## src/rtl/mem_word_arbiter_if.sv

```systemverilog
// mem_word_arbiter_if: fetch, data and byte-memory signals shared by the word arbiter and its neighbours.
interface mem_word_arbiter_if #(parameter int ADDR_W = 5);
   logic              if_req;
   logic [ADDR_W-1:0] if_addr;
   logic [31:0]       if_rdata;
   logic              if_ack;
   logic              d_req;
   logic              d_we;
   logic [ADDR_W-1:0] d_addr;
   logic [31:0]       d_wdata;
   logic [31:0]       d_rdata;
   logic              d_ack;
   logic [ADDR_W-1:0] mem_addr;
   logic              mem_we;
   logic [7:0]        mem_wdata;
   logic [7:0]        mem_rdata;
   logic              busy;
   modport slave (
      input  if_req, if_addr, d_req, d_we, d_addr, d_wdata, mem_rdata,
      output if_rdata, if_ack, d_rdata, d_ack, mem_addr, mem_we, mem_wdata, busy
   );
   modport master (
      output if_req, if_addr, d_req, d_we, d_addr, d_wdata, mem_rdata,
      input  if_rdata, if_ack, d_rdata, d_ack, mem_addr, mem_we, mem_wdata, busy
   );
endinterface

```

## src/rtl/mem_word_arbiter.sv

```systemverilog
// mem_word_arbiter: round-robin fetch/data arbiter serialising 32-bit words into big-endian byte accesses.
module mem_word_arbiter #(parameter int ADDR_W = 5) (
   input logic clk,
   input logic rst,
   mem_word_arbiter_if.slave bus
);
   localparam logic [1:0] IDLE = 2'd0, XFER = 2'd1, ACK = 2'd2;
   logic [1:0]        state_q, state_d, cnt_q, cnt_d;
   logic              own_d_q, last_d_q, we_q;
   logic [ADDR_W-1:0] addr_q;
   logic [31:0]       wdata_q, asm_q, if_rdata_q, d_rdata_q;
   logic              gnt, gnt_d, xfer, done;
   logic [4:0]        sh;
   always_comb begin
      gnt     = state_q == IDLE && (bus.if_req || bus.d_req);
      gnt_d   = bus.d_req && (!bus.if_req || !last_d_q);
      xfer    = state_q == XFER && !rst;
      done    = state_q == XFER && cnt_q == 2'd3;
      sh      = 5'd31 - {cnt_q, 3'b000};
      state_d = gnt ? XFER : done ? ACK : state_q == ACK ? IDLE : state_q;
      cnt_d   = state_q == XFER ? cnt_q + 2'd1 : 2'd0;
   end
   always_ff @(posedge clk) begin
      if (rst) begin
         state_q    <= IDLE;
         cnt_q      <= 2'd0;
         own_d_q    <= 1'b0;
         last_d_q   <= 1'b0;
         we_q       <= 1'b0;
         addr_q     <= '0;
         wdata_q    <= '0;
         asm_q      <= '0;
         if_rdata_q <= '0;
         d_rdata_q  <= '0;
      end else begin
         state_q <= state_d;
         cnt_q   <= cnt_d;
         if (gnt) begin
            own_d_q  <= gnt_d;
            last_d_q <= gnt_d;
            addr_q   <= gnt_d ? bus.d_addr : bus.if_addr;
            we_q     <= gnt_d && bus.d_we;
            wdata_q  <= bus.d_wdata;
         end
         if (state_q == XFER && !we_q) asm_q[sh -: 8] <= bus.mem_rdata;
         // the last byte arrives on the same edge that enters ACK, so merge it directly
         if (done && !we_q && own_d_q) d_rdata_q <= {asm_q[31:8], bus.mem_rdata};
         if (done && !we_q && !own_d_q) if_rdata_q <= {asm_q[31:8], bus.mem_rdata};
      end
   end
   assign bus.mem_addr  = xfer ? addr_q + ADDR_W'(cnt_q) : '0;
   assign bus.mem_we    = xfer && we_q;
   assign bus.mem_wdata = xfer && we_q ? wdata_q[sh -: 8] : 8'd0;
   assign bus.if_ack    = state_q == ACK && !own_d_q;
   assign bus.d_ack     = state_q == ACK && own_d_q;
   assign bus.if_rdata  = if_rdata_q;
   assign bus.d_rdata   = d_rdata_q;
   assign bus.busy      = state_q != IDLE;
endmodule
```

## src/flat_wrapper.sv

```systemverilog
// flat-port wrapper written by rule: the top's interface ports become plain ports
module mem_word_arbiter_flat 
#(parameter int ADDR_W = 5)
  (clk, rst, bus_if_req, bus_if_addr, bus_d_req, bus_d_we, bus_d_addr, bus_d_wdata, bus_mem_rdata, bus_if_rdata, bus_if_ack, bus_d_rdata, bus_d_ack, bus_mem_addr, bus_mem_we, bus_mem_wdata, bus_busy);
  mem_word_arbiter_if #(.ADDR_W(ADDR_W)) bus_i ();
  input logic clk;
  input logic rst;
  input wire logic [$bits(bus_i.if_req)-1:0] bus_if_req;
  input wire logic [$bits(bus_i.if_addr)-1:0] bus_if_addr;
  input wire logic [$bits(bus_i.d_req)-1:0] bus_d_req;
  input wire logic [$bits(bus_i.d_we)-1:0] bus_d_we;
  input wire logic [$bits(bus_i.d_addr)-1:0] bus_d_addr;
  input wire logic [$bits(bus_i.d_wdata)-1:0] bus_d_wdata;
  input wire logic [$bits(bus_i.mem_rdata)-1:0] bus_mem_rdata;
  output wire logic [$bits(bus_i.if_rdata)-1:0] bus_if_rdata;
  output wire logic [$bits(bus_i.if_ack)-1:0] bus_if_ack;
  output wire logic [$bits(bus_i.d_rdata)-1:0] bus_d_rdata;
  output wire logic [$bits(bus_i.d_ack)-1:0] bus_d_ack;
  output wire logic [$bits(bus_i.mem_addr)-1:0] bus_mem_addr;
  output wire logic [$bits(bus_i.mem_we)-1:0] bus_mem_we;
  output wire logic [$bits(bus_i.mem_wdata)-1:0] bus_mem_wdata;
  output wire logic [$bits(bus_i.busy)-1:0] bus_busy;
  assign bus_i.if_req = bus_if_req;
  assign bus_i.if_addr = bus_if_addr;
  assign bus_i.d_req = bus_d_req;
  assign bus_i.d_we = bus_d_we;
  assign bus_i.d_addr = bus_d_addr;
  assign bus_i.d_wdata = bus_d_wdata;
  assign bus_i.mem_rdata = bus_mem_rdata;
  assign bus_if_rdata = bus_i.if_rdata;
  assign bus_if_ack = bus_i.if_ack;
  assign bus_d_rdata = bus_i.d_rdata;
  assign bus_d_ack = bus_i.d_ack;
  assign bus_mem_addr = bus_i.mem_addr;
  assign bus_mem_we = bus_i.mem_we;
  assign bus_mem_wdata = bus_i.mem_wdata;
  assign bus_busy = bus_i.busy;
  mem_word_arbiter #(.ADDR_W(ADDR_W)) u_core (.clk(clk), .rst(rst), .bus(bus_i));
endmodule
```

## config.mk

```make
export PLATFORM = sky130hd
export DESIGN_NAME = mem_word_arbiter_flat
export DESIGN_NICKNAME = d
export VERILOG_FILES = /design/src/rtl/mem_word_arbiter_if.sv /design/src/rtl/mem_word_arbiter.sv /design/src/flat_wrapper.sv
export SDC_FILE = /design/constraint.sdc
export NUM_CORES = 1
export LEC_CHECK = 0
export CORE_ASPECT_RATIO = 2
export CORE_UTILIZATION = 50
export CTS_BUF_LIST = sky130_fd_sc_hd__clkbuf_16
export DETAILED_ROUTE_END_ITERATION = 16
export GPL_TIMING_DRIVEN = 0
export PLACE_DENSITY = 0.89
export SLEW_MARGIN = 0
export SYNTH_ARGS = -nofsm -noshare
export SYNTH_HDL_FRONTEND = slang
export SYNTH_SLANG_ARGS = --single-unit
```

## constraint.sdc

```tcl
create_clock -name clk -period 3.6 [get_ports clk]
set_input_delay 0.54 -clock clk [delete_from_list [all_inputs] [get_ports clk]]
set_output_delay 0.54 -clock clk [all_outputs]
set_load 0.05 [all_outputs]
```

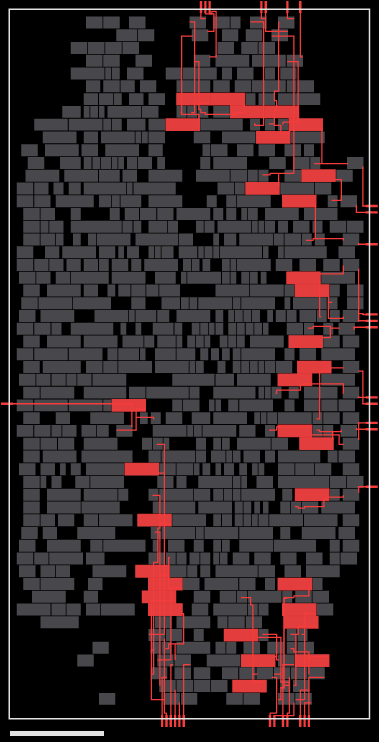
*Wires at chosen ports, followed through buffers, run 1*
Scale bar: 20 um.
| port | colour | direction | edge | end cells | buffers | wire |
|---|---|---|---|---|---|---|
| bus_d_rdata | red | output | 13 south, 11 east, 7 north, 1 west | 32 | 32 | 945 um |
IO Port Bufs: 134
# IOs: 136

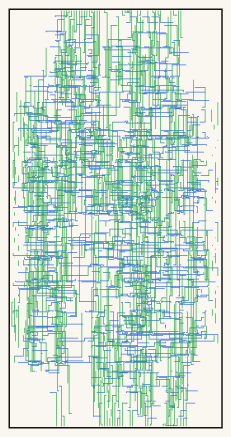
*Wiring by layer, run 1*
Two of the layers only.
| layer | colour | wire length |
|---|---|---|
| metal 1 | blue | 4990 um |
| metal 2 | green | 8160 um |

==> results_slide.txt, run 1 <==
Key Metrics from the Run

Timing
  • Final setup skew: 8.65 ps
  • Slew HR: 63.8%
  • Worst hold slack: 454 ps
  • Hold Fails Final Rpt: 0
  • Fin Setup TNS: 0 ps
  • Worst-margin pin slew: 541 ps
  • Final period utilization: 95.6%
  • RSZ-0062 raised after global routing: no
  • Worst Setup Slack, final: 158 ps
  • Final min period: 3440 ps
  • Fmax: 0.291 GHz
  • Final Setup Violations: 0
  • Final Max-Slew Violation Tally: 0

Drt
  • Total Routed Length: 14.4 mm
  • Highest routing layer actually used: met4
  • Metal2 WL: 8.16 mm
  • Drt pass-1 iters: 6
  • DR WL/cell: 17.4 um
  • Initial DRC count: 265
  • WL met3: 701 um
  • # DRC: 0
  • Via Count: 4505
  • Antenna viol nets, final: 0
  • Via-to-Cell Ratio: 5.43
  • Post-Route M1 WL: 4.99 mm

Placed design
  • Dpl hpwl: 10.9 mm
  • Pre-CTS setup slack: 298 ps
  • Placer congestion estimate: 0.839
  • DP Area: 7060 sq um
  • Placed Cells: 799

Power and ir drop
  • Sequential share of power: 42.8%
  • Max power group: the clock network
  • Max IR drop VDD: 590 uV
  • Int Pwr: 2.77 mW
  • Logic gate share of total power: 9.9%
  • Power consumption: 3.63 mW
  • Net Sw Frac: 23.8%
  • PwrDens: 474 nW/um^2
  • P_clk: 1.72 mW
  • Leak: 3.00 nW
  • Total net switching power: 861 uW
  • Comb pwr: 358 uW
  • Clock network power share: 47.4%

Final layout
  • Final instance area: 7650 sq um
  • Finished Layout Cells: 830
  • Combinational Gates: 343
  • Multi-input logic area: 2600 sq um
  • Non-clock buffer share of cell area: 21.4%
  • Fin nets: 740
  • Antenna cells: 0
  • Leading cell kind: flip-flops and latches
  • Most frequent cells in the layout: clkdlybuf4s50_1, dfxtp_1, nand2b_1
  • Flop count: 131
  • Non-clk bufs: 178
  • Combinational share of cell area: 34.0%
  • Fillers: 788
  • Syn-to-layout area delta: 38.0%
  • Clock network share of area: 7.70%
  • Commonest Layout Cell: clkdlybuf4s50_1
  • Inverters: 7
  • # clk buffers: 17
  • Layout cells sized above 1: 10.3%

GRT
  • Antenna violations before repair: 0
  • M1 GR Usage: 24.4%
  • First-pass GRT wire length: 23.1 mm
  • GR Layer Usage met2: 50.2%
  • Total GRT Usage: 26.3%
  • Met3 GRT Util: 6.63%
  • Number of global-route vias before repair: 4703
  • Largest net degree at the start of global routing: 17
  • Gr ovfl total: 0
  • Gr busiest metal: met2

Yosys
  • Syn. warnings: 0
  • XOR/XNOR Area Share: 0.158%
  • Cells after synthesis: 525
  • Synthesized area per cell: 10.6 sq um
  • Main logic family: simple AND/OR/NAND/NOR gates
  • Synth cell types: 40
  • Summed standard-cell area reported by yosys: 5540 sq um
  • Adder-cell area share of the yosys netlist: 1.72%
  • Simple Share, Synth: 20.0%
  • Post-synth mux share: 15.7%
  • Seq share, synth: 47.3%
  • # Cells Yosys: 525
  • Seq cells post-synth: 131
  • Syn Nets: 587
  • AND-OR/OR-AND share of the synthesized area: 9.34%
  • Netlist Area Pre-Place: 5540 sq um

Setup path
  • Worst EP arrival: 2900 ps
  • Critical Path Sink Type: primary output
  • Kind of start point of the critical path: flip-flop
  • Crit Path Category: reg2out
  • Crit path cell chain: buf_2 > inv_1 > fa_1 > or3_1 > a21oi_1 > dlygate4sd2_1
  • R2r endpoint: u_core.asm_q[17]$_SDFFE_PP0P_
  • Worst R2R Setup Slack: 1620 ps
  • Max incr delay on CP: 550 ps
  • Cell family with most CP delay: buffers and inverters
  • Worst path bufs/invs: 3
  • Crit path depth: 6
  • CP startpoint: u_core.cnt_q[1]$_SDFF_PN0_
  • FF-to-FF Start: u_core.cnt_q[1]$_SDFF_PN0_
  • CP Max Fanout: 10
  • CP max stage cell: dlygate4sd2_1
  • R2R depth: 7
  • Required time worst endpoint: 3060 ps
  • Critical Path Sink: bus_mem_addr[4]

CTS
  • Hold buffers post-CTS: 0
  • Root Buffer Master: clkbuf_16
  • TritonCTS clock tree: done
  • H-tree depth: 4
  • Longest Clk Path Bufs: 2
  • CTS-repair resized insts: 1
  • Worst-path clk slew: 60 ps
  • Num CTS Buffers: 17
  • Setup Fix Bufs, Post-CTS: 0
  • Clk latency late pin: 410 ps
  • Sink Count: 131

Floorplanning
  • N_taps: 140
  • Die height: 151 um
  • Floorplan Utilization: 51.0%
  • Die Width: 76.5 um
  • Chip area: 11500 sq um
  • Core outline area: 10900 sq um
  • FP Rows: 54

Run
  • Max Cap Violations: 0
  • Tool warnings: 29

Min path
  • Worst hold-check path type: reg2reg
  • Min-Delay Endpoint: u_core.asm_q[20]$_SDFFE_PP0P_
  • Hold Crit Depth: 2
  • Hold path startpoint: u_core.asm_q[20]$_SDFFE_PP0P_

Outcome
  • Status: finished, final reports clean
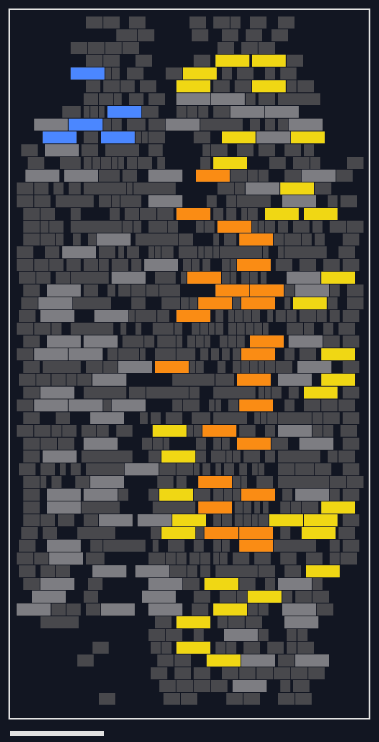
*Sequential cells grouped by signal name, run 1*
Scale bar: 20 um. Other sequential cells in the stronger grey, the rest of the logic in the fainter grey.
| netlist name | colour | flops |
|---|---|---|
| u_core.bus.if_rdata | yellow | 32 |
| u_core.addr_q | blue | 5 |
| u_core.asm_q | orange | 24 |
not coloured: 70
Seq area share: 34.3%
post-layout util: 70.3%
Reg area: 2620 sq um
Seq group: 1.55 mW

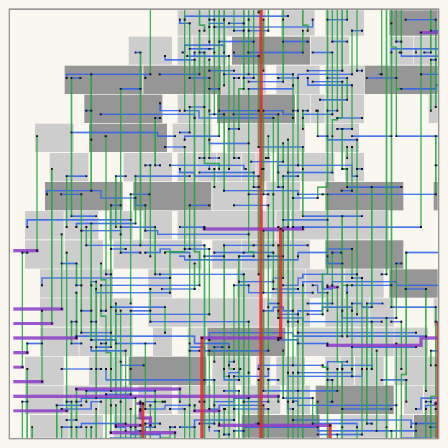
*A small window of the routed layout, run 1*
Region (0, 93) to (40, 133) um. Cells in grey, sequential cells in the stronger grey; small squares are vias.
| layer | colour |
|---|---|
| metal 2 | green |
| metal 4 | red |
| metal 1 | blue |
| metal 3 | purple |
sequential cells in the window: 17
most frequent: clkdlybuf4s50_1 (17), dfxtp_1 (17), a22o_1 (11)
cells with their middle in the window: 113
netlist names of flops here include: u_core.wdata_q (5), u_core.addr_q (4), u_core.bus.d_rdata (2)

[run 1: cell usage after synthesis (all sizes together)]
library cell	count	area share [%]
a21boi	1	0.20
a21oi	29	2.7
a22o	32	5.1
a311oi	1	0.16
a32o	1	0.18
and2	3	0.34
and3	9	1.0
and3b	1	0.16
and4bb	3	0.68
buf	32	4.5
clkbuf	12	0.81
dfxtp	131	47
fa	1	0.36
ha	6	1.4
inv	7	0.47
mux2i	69	12
mux4	8	3.2
nand2	27	1.8
nand2b	97	11
nand3	24	2.2
nand3b	1	0.14
nand4bb	3	0.61
nor2	7	0.61
nor2b	3	0.34
nor3	1	0.18
nor3b	3	0.50
o21ai	3	0.27
o2bb2ai	5	0.79
or2	1	0.11
or3	2	0.23
or3b	1	0.16
xor2	1	0.16
--- run 2 (diff from run 1) ---
- CAP_MARGIN: not set -> 20
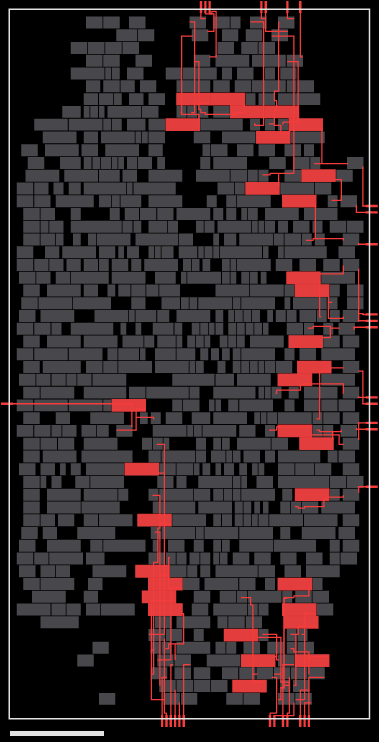
*Wires at chosen ports, followed through buffers, run 2*
Scale bar: 20 um.
| port | colour | direction | edge | end cells | buffers | wire |
|---|---|---|---|---|---|---|
| bus_d_rdata | red | output | 13 south, 11 east, 7 north, 1 west | 32 | 32 | 945 um |

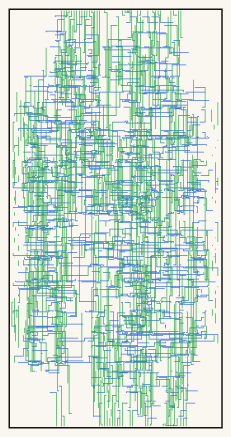
*Wiring by layer, run 2*
Two of the layers only.
| layer | colour | wire length |
|---|---|---|
| metal 2 | green | 8160 um |
| metal 1 | blue | 4990 um |

==> results_slide.txt, run 2 <==
Key Metrics from the Run

Outcome
  • Status: finished, final reports clean

Timing
  • Slew HR: 63.8%
  • Final min period: 3440 ps
  • Final setup skew: 8.65 ps
  • Worst Setup Slack, final: 158 ps
  • Final Max-Slew Violation Tally: 0
  • Worst hold slack: 454 ps
  • Worst-margin pin slew: 541 ps
  • Final period utilization: 95.6%
  • Hold Fails Final Rpt: 0
  • Final Setup Violations: 0
  • RSZ-0062 raised after global routing: no
  • Fin Setup TNS: 0 ps
  • Fmax: 0.291 GHz

Min path
  • Hold Crit Depth: 2
  • Min-Delay Endpoint: u_core.asm_q[20]$_SDFFE_PP0P_
  • Worst hold-check path type: reg2reg
  • Hold path startpoint: u_core.asm_q[20]$_SDFFE_PP0P_

CTS
  • Setup Fix Bufs, Post-CTS: 0
  • Num CTS Buffers: 17
  • Hold buffers post-CTS: 0
  • H-tree depth: 4
  • Sink Count: 131
  • CTS-repair resized insts: 1
  • Clk latency late pin: 410 ps
  • Longest Clk Path Bufs: 2
  • TritonCTS clock tree: done
  • Worst-path clk slew: 60 ps
  • Root Buffer Master: clkbuf_16

Power and ir drop
  • Seq group: 1.55 mW
  • PwrDens: 474 nW/um^2
  • Sequential share of power: 42.8%
  • Net Sw Frac: 23.8%
  • Logic gate share of total power: 9.9%
  • Max power group: the clock network
  • Power consumption: 3.63 mW
  • Int Pwr: 2.77 mW
  • Comb pwr: 358 uW
  • Total net switching power: 861 uW
  • Leak: 3.00 nW
  • Max IR drop VDD: 590 uV
  • Clock network power share: 47.4%
  • P_clk: 1.72 mW

Final layout
  • Commonest Layout Cell: clkdlybuf4s50_1
  • Layout cells sized above 1: 10.3%
  • Reg area: 2620 sq um
  • Post-layout util: 70.3%
  • Syn-to-layout area delta: 38.0%
  • Finished Layout Cells: 830
  • Final instance area: 7650 sq um
  • Fin nets: 740
  • Fillers: 788
  • Antenna cells: 0
  • Multi-input logic area: 2600 sq um
  • Most frequent cells in the layout: clkdlybuf4s50_1, dfxtp_1, nand2b_1

Setup path
  • Worst R2R Setup Slack: 1620 ps
  • Critical Path Sink Type: primary output
  • Crit path cell chain: buf_2 > inv_1 > fa_1 > or3_1 > a21oi_1 > dlygate4sd2_1
  • R2r endpoint: u_core.asm_q[17]$_SDFFE_PP0P_
  • CP max stage cell: dlygate4sd2_1
  • CP Max Fanout: 10
  • Worst EP arrival: 2900 ps
  • Critical Path Sink: bus_mem_addr[4]
  • Crit Path Category: reg2out
  • CP startpoint: u_core.cnt_q[1]$_SDFF_PN0_
  • Required time worst endpoint: 3060 ps
  • Max incr delay on CP: 550 ps
  • R2R depth: 7
  • FF-to-FF Start: u_core.cnt_q[1]$_SDFF_PN0_
  • Kind of start point of the critical path: flip-flop

Placed design
  • Dpl hpwl: 10.9 mm
  • DP Area: 7060 sq um
  • Placed Cells: 799
  • Placer congestion estimate: 0.839
  • IO Port Bufs: 134
  • Pre-CTS setup slack: 298 ps

Drt
  • Antenna viol nets, final: 0
  • Highest routing layer actually used: met4
  • Via Count: 4505
  • Initial DRC count: 265
  • Post-Route M1 WL: 4.99 mm
  • Via-to-Cell Ratio: 5.43
  • Metal2 WL: 8.16 mm
  • # DRC: 0
  • WL met3: 701 um
  • Total Routed Length: 14.4 mm
  • DR WL/cell: 17.4 um
  • Drt pass-1 iters: 6

GRT
  • Antenna violations before repair: 0
  • First-pass GRT wire length: 23.1 mm
  • Total GRT Usage: 26.3%
  • Number of global-route vias before repair: 4703
  • M1 GR Usage: 24.4%
  • Gr ovfl total: 0
  • Gr busiest metal: met2
  • GR Layer Usage met2: 50.2%
  • Met3 GRT Util: 6.63%
  • Largest net degree at the start of global routing: 17

Yosys
  • Netlist Area Pre-Place: 5540 sq um
  • Synthesized area per cell: 10.6 sq um
  • Synth cell types: 40
  • # Cells Yosys: 525
  • Top cells, area: dfxtp_1, mux2i_1, nand2b_1
  • Seq share, synth: 47.3%
  • Syn. warnings: 0
  • Post-synth EDFFs: 0
  • Seq cells post-synth: 131
  • Count leader, synth: dfxtp_1
  • Syn Nets: 587
  • Cells after synthesis: 525
  • Synth async-reset ratio: 0%
  • Post-synth top cells: dfxtp_1, nand2b_1, mux2i_1
  • Main flop type: dfxtp_1
  • Summed standard-cell area reported by yosys: 5540 sq um
  • Yosys top cell by area: dfxtp_1
  • Share of the synthesized area in the top cell type: 47.3%

Floorplanning
  • Floorplan Utilization: 51.0%
  • Chip area: 11500 sq um
  • Core outline area: 10900 sq um
  • # IOs: 136
  • FP Rows: 54
  • Die Width: 76.5 um
  • Die height: 151 um

Run
  • Tool warnings: 29
  • Max Cap Violations: 0
==> run 2: worst max-delay path, delay by kind of cell (launching register included) <==
family	cells	cell delay [ps]
flip-flops	1	480
AND/OR/NAND/NOR	1	360
adder cells (fa/ha/maj)	1	460
AND-OR/OR-AND	1	140
buffers and inverters	3	1040
==> run 2: cell families after synthesis <==
kind of cell	synth area share (%)
DFF	47.3
AOI/OAI and AO/OA	9.34
and+or+nand+nor	20.0
buffers and inverters	5.78
adders and majority gates	1.72
xor gates and xnor gates	0.158
muxes	15.7
==> run 2: layout make-up <==
type | count | area share [%]
plain buffers | 44 | 3.84
clock buffers | 17 | 5.56
clock inverters | 14 | 2.14
inverters | 7 | 0.343
multi-input cells | 343 | 34.0
flip-flops and latches | 131 | 34.3
well taps | 140 | 2.29
repair buffers | 134 | 17.5
Power figures rest on the tool's default switching activity, not on a simulated workload.
